### The metal 2 layer

Scale bar: 20 um.
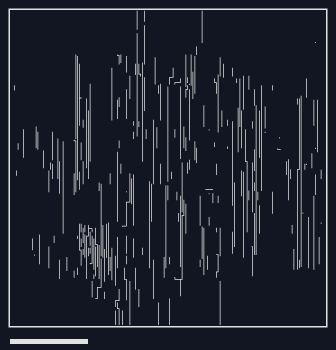
### Placed cells, one colour a class

Scale bar: 20 um. Fill, decap, tap and diode cells in grey.
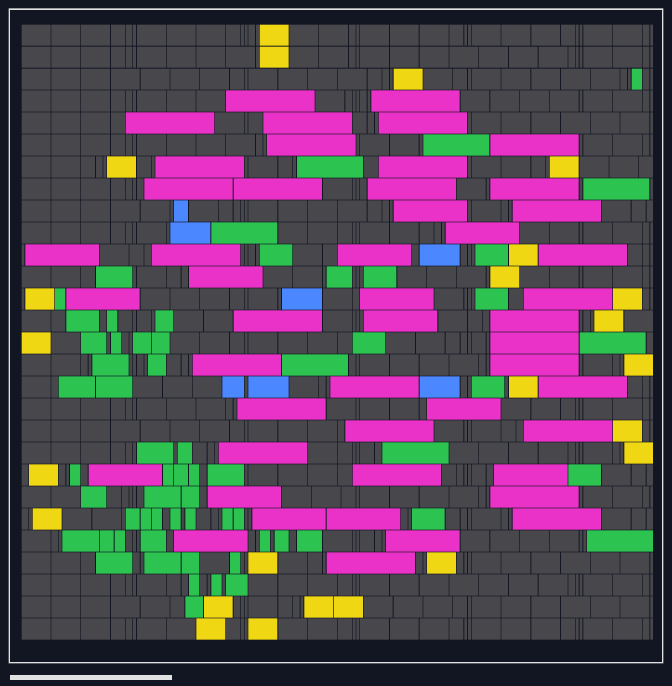
### Cell placement

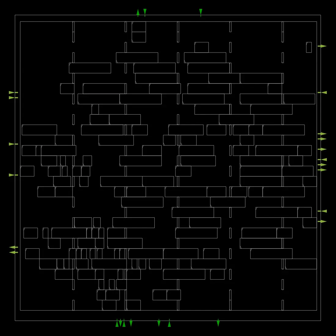
### Clock network drawn from the DEF

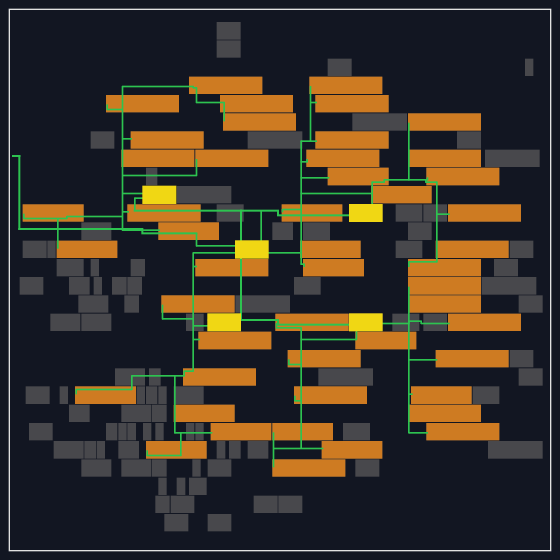
### PDN straps and rails

Pins as bars on the die edge. Tap cells in grey.
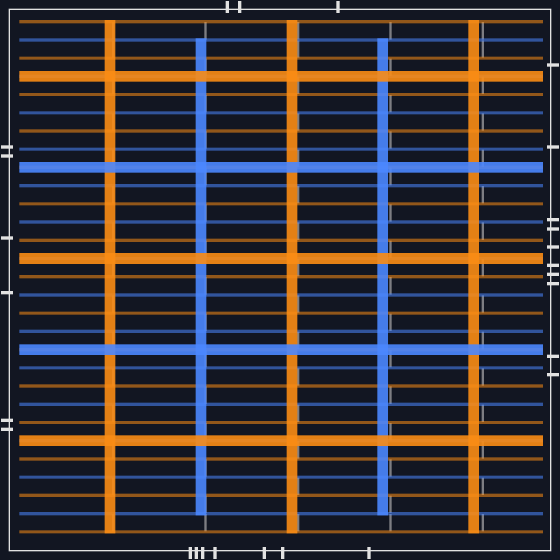
[config.mk]
export PLATFORM = sky130hd
export DESIGN_NAME = fifo_buffer
export DESIGN_NICKNAME = d
export VERILOG_FILES = /design/src/rtl/fifo_buffer.sv
export SDC_FILE = /design/constraint.sdc
export NUM_CORES = 1
export LEC_CHECK = 0
export CAP_MARGIN = 20
export CORE_UTILIZATION = 32
export DETAILED_ROUTE_END_ITERATION = 10
export PLACE_DENSITY = 0.53
export SLEW_MARGIN = 20
export SYNTH_ARGS = -nofsm -noshare
export SYNTH_HDL_FRONTEND = slang
export SYNTH_SLANG_ARGS = --single-unit
[constraint.sdc]
create_clock -name clk -period 5.2 [get_ports clk]
set_clock_uncertainty 0.2 [all_clocks]
set_input_delay 0.52 -clock clk [delete_from_list [all_inputs] [get_ports clk]]
set_output_delay 0.52 -clock clk [all_outputs]
set_load 0.05 [all_outputs]
[src/rtl/fifo_buffer.sv]
// Synchronous FIFO with registered read port, occupancy flags and an optional sticky error flag.
// Define FIFO_ERROR_FLAG_EN to build the overflow/underflow error register; otherwise error_out is 0.
module fifo_buffer #(
   parameter int unsigned DATA_WIDTH = 8,
   parameter int unsigned ADDR_WIDTH = 2,
   parameter int unsigned AF_THRESH  = 3,
   parameter int unsigned AE_THRESH  = 1
) (
   input  logic                  clk,
   input  logic                  reset,
   input  logic                  push,
   input  logic [DATA_WIDTH-1:0] data_in,
   input  logic                  pop,
   output logic [DATA_WIDTH-1:0] data_out,
   output logic                  valid_out,
   output logic                  full,
   output logic                  empty,
   output logic                  almost_full,
   output logic                  almost_empty,
   output logic                  error_out
);

   localparam int unsigned DEPTH = 1 << ADDR_WIDTH;
   localparam logic [ADDR_WIDTH:0] DepthCnt = (ADDR_WIDTH + 1)'(DEPTH);
   localparam logic [ADDR_WIDTH:0] AfCnt    = (ADDR_WIDTH + 1)'(AF_THRESH);
   localparam logic [ADDR_WIDTH:0] AeCnt    = (ADDR_WIDTH + 1)'(AE_THRESH);

   logic [DATA_WIDTH-1:0] mem_q [DEPTH];
   logic [ADDR_WIDTH-1:0] wr_ptr_q, wr_ptr_d;
   logic [ADDR_WIDTH-1:0] rd_ptr_q, rd_ptr_d;
   logic [ADDR_WIDTH:0]   count_q, count_d;
   logic [DATA_WIDTH-1:0] data_out_q, data_out_d;
   logic                  valid_out_q, valid_out_d;
   logic                  push_ok, pop_ok;

   assign full         = (count_q == DepthCnt);
   assign empty        = (count_q == '0);
   assign almost_full  = (count_q >= AfCnt);
   assign almost_empty = (count_q <= AeCnt);

   // A pop on a full FIFO frees the slot the simultaneous push lands in.
   assign push_ok = push && (!full || pop);
   assign pop_ok  = pop && !empty;

   always_comb begin
      wr_ptr_d    = wr_ptr_q;
      rd_ptr_d    = rd_ptr_q;
      count_d     = count_q;
      data_out_d  = data_out_q;
      valid_out_d = 1'b0;
      if (push_ok) begin
         wr_ptr_d = ADDR_WIDTH'(wr_ptr_q + 1'b1);
      end
      if (pop_ok) begin
         rd_ptr_d    = ADDR_WIDTH'(rd_ptr_q + 1'b1);
         data_out_d  = mem_q[rd_ptr_q];
         valid_out_d = 1'b1;
      end
      unique case ({push_ok, pop_ok})
         2'b10:   count_d = count_q + (ADDR_WIDTH + 1)'(1);
         2'b01:   count_d = count_q - (ADDR_WIDTH + 1)'(1);
         default: count_d = count_q;
      endcase
   end

   always_ff @(posedge clk or posedge reset) begin
      if (reset) begin
         wr_ptr_q    <= '0;
         rd_ptr_q    <= '0;
         count_q     <= '0;
         data_out_q  <= '0;
         valid_out_q <= 1'b0;
      end else begin
         wr_ptr_q    <= wr_ptr_d;
         rd_ptr_q    <= rd_ptr_d;
         count_q     <= count_d;
         data_out_q  <= data_out_d;
         valid_out_q <= valid_out_d;
      end
   end

   // Storage is deliberately left out of reset.
   always_ff @(posedge clk) begin
      if (push_ok) begin
         mem_q[wr_ptr_q] <= data_in;
      end
   end

   assign data_out  = data_out_q;
   assign valid_out = valid_out_q;

`ifdef FIFO_ERROR_FLAG_EN
   logic error_q, error_d;

   always_comb begin
      error_d = error_q;
      if ((push && full && !pop) || (pop && empty)) begin
         error_d = 1'b1;
      end
   end

   always_ff @(posedge clk or posedge reset) begin
      if (reset) begin
         error_q <= 1'b0;
      end else begin
         error_q <= error_d;
      end
   end

   assign error_out = error_q;
`else
   assign error_out = 1'b0;
`endif

endmodule
==> out/metrics.yaml <==
outcome:
  outcome: "finished, final reports clean"
floorplanning:
  fp.dieArea_um2: 6500
pwr:
  total_power_draw_mw: 1.450
setup_path:
  worst-r2r-setup-slack_ps: 2880
  timing.critical_path.fanout_max: 4
  crit-reg2reg-launch: "count_q[0]"
  worstRegToRegCells: 8
  critPathKind: "register to output port"
logic_synthesis:
  synth.cells.most_frequent: "edfxtp_1 (32), dfrtp_1 (16), inv_1 (11)"
  fp_nets: 136
  top_cells_by_area: "edfxtp_1 (49%), dfrtp_1 (20%), mux4_2 (9.1%), ha_1 (6.3%), mux2_2 (5.1%)"
  asyncSetResetFlopFracSynth: 0.3333
  enable_flop_cells: 32
  ys_warn_count: 0
  seq_area_frac_synth: 0.6882
  synth_cell_type_count: 21
  synthesis.area_um2: 1978
  synth-seq-cells: 48
drt:
  drt-pass1-iter-count: 4
  drt_iter0_markers: 29
  drc_errors: 0
hold_path:
  min_delay_worst_endpoint: "data_out[0]"
sta:
  slew_viol_final: 0
  max_freq_mhz: 370.0
  finalHoldViolations: 0
  slew_headroom: 0.5666
placement:
  dpl.hpwl_um: 2377
cells_and_area:
  areaGrowthSynthToFinish_pct: 19.86
grt:
  global_route.peak_usage_layer: "met2"
  antenna_violations_before_repair: 0
cts:
  clockBufferDepth: 2
  post-cts-setup-buffer-count: 0
  worst_skew_pair.late_latency_ps: 290
About 'The metal 2 layer':
main direction = vertical
share of all routed wire = 48%
global-route met2 utilization: 0.1898
Final Routed Wirelength: 3404 um
vias after detailed routing: 1,006

About 'Placed cells, one colour a class':
magenta -> sequential cells  # cells 48, share of their area 60%
blue -> clock drivers and dummy loads  # cells 7, share of their area 3.6%
green -> combinational and other logic  # cells 63, share of their area 26%
yellow -> remaining buffers and delay cells  # cells 24, share of their area 11%

About 'Cell placement':
sequential cell count: 48
final design utilization: 0.3981

About 'Clock network drawn from the DEF':
orange -> flip-flops  # count 48
green -> clock wires  # length 499 um
yellow -> clock drivers  # count 5
routed clock nets = 6

About 'PDN straps and rails':
blue -> VDD
orange -> VSS
tap cells = 75
met4 straps = 5
maximum resistive drop on vdd: 0.0003242 V
vertical die dimension: 80.63 um
die boundary width: 80.63 um
Core ar.: 5956 um2

-- placed cells by master, fill, tap and decap left out, drive strengths merged, types with 2 or more instances in the layout --
cell,Yosys,routed
a21oi,2,2
and2,4,4
clkbuf,1,5
clkdlybuf4s50,0,24
dfrtp,16,16
edfxtp,32,32
ha,10,10
inv,11,11
mux2,9,9
mux4,8,8
nand2,3,3
nor2,3,3
o21ai,2,2
xnor2,5,5
-- through the flow --
| step | setup slack [ps] | area, um2 | hold slack, ps |
|---|---|---|---|
| global route | 2389 | 2371 | 337.0 |
| detailed placement | 2729 | 2290 | 291.9 |
| floorplan | 2900 | 1978 | 233.7 |
| finish | 2498 | 2371 | 306.8 |
| CTS | 2478 | 2371 | 311.2 |
| global placement | 2830 | 2290 | 300.2 |
-- registers in the layout, indices dropped and copies added, names as in the netlist --
signal     cells
data_out       8
count_q        3
mem_q         32
rd_ptr_q       2
valid_out      1
wr_ptr_q       2
-- final cells by class --
| type | instances | area [um2] |
|---|---|---|
| clock buffers | 5 | 68.82 |
| clock inverters | 2 | 12.51 |
| fillers | 572 | 3585 |
| inverters | 11 | 41.29 |
| multi-input cells | 52 | 553.0 |
| flip-flops and latches | 48 | 1361 |
| well taps | 75 | 93.84 |
| repair buffers | 24 | 240.2 |
-- worst max-delay path, cell delays in order, from the launching register on --
cell,delay (ps)
dfrtp_1,430
inv_1,130
ha_1,180
nand2b_1,90
inv_1,60
clkdlybuf4s50_1,790
-- cell families after synthesis --
group           Yosys count  share of synthesized area
buf+inv                  14                    0.03226
compound gates            7                    0.02025
flops                    48                     0.6882
other cells               1                   0.001896
mux                      17                     0.1423
fa+ha+maj                10                    0.06325
simple gates             12                    0.02972
xor+xnor                  5                    0.02214
-- worst max path at each step --
| stage | from | endpoint | slack [ps] | depth (start not counted) |
|---|---|---|---|---|
| finish | count_q[0] | empty | 2500 | 5 |
| global route | count_q[0] | empty | 2390 | 5 |
| CTS | count_q[1] | empty | 2480 | 5 |
| detailed placement | pop | count_q[2] | 2730 | 6 |
| global placement | count_q[0] | empty | 2830 | 5 |
| floorplan | count_q[0] | almost_full | 2900 | 2 |
-- per-layer routing --
| metal | share of wire | vias to the layer above | routed length [um] |
|---|---|---|---|
| met5 | 0 | - | 0 |
| met4 | 0.0079 | 0 | 27 |
| met3 | 0.055 | 4 | 186 |
| met2 | 0.48 | 25 | 1650 |
| met1 | 0.45 | 515 | 1539 |
| li1 | - | 462 | - |
-- power breakdown --
| part | leakage, nW | internal [mW] | switching [mW] |
|---|---|---|---|
| clock | 0.0400 | 0.0911 | 0.115 |
| sequential | 0.482 | 0.526 | 0.0880 |
| combinational | 0.370 | 0.267 | 0.363 |
No activity file was given, so power comes from the tool's default toggle rates.
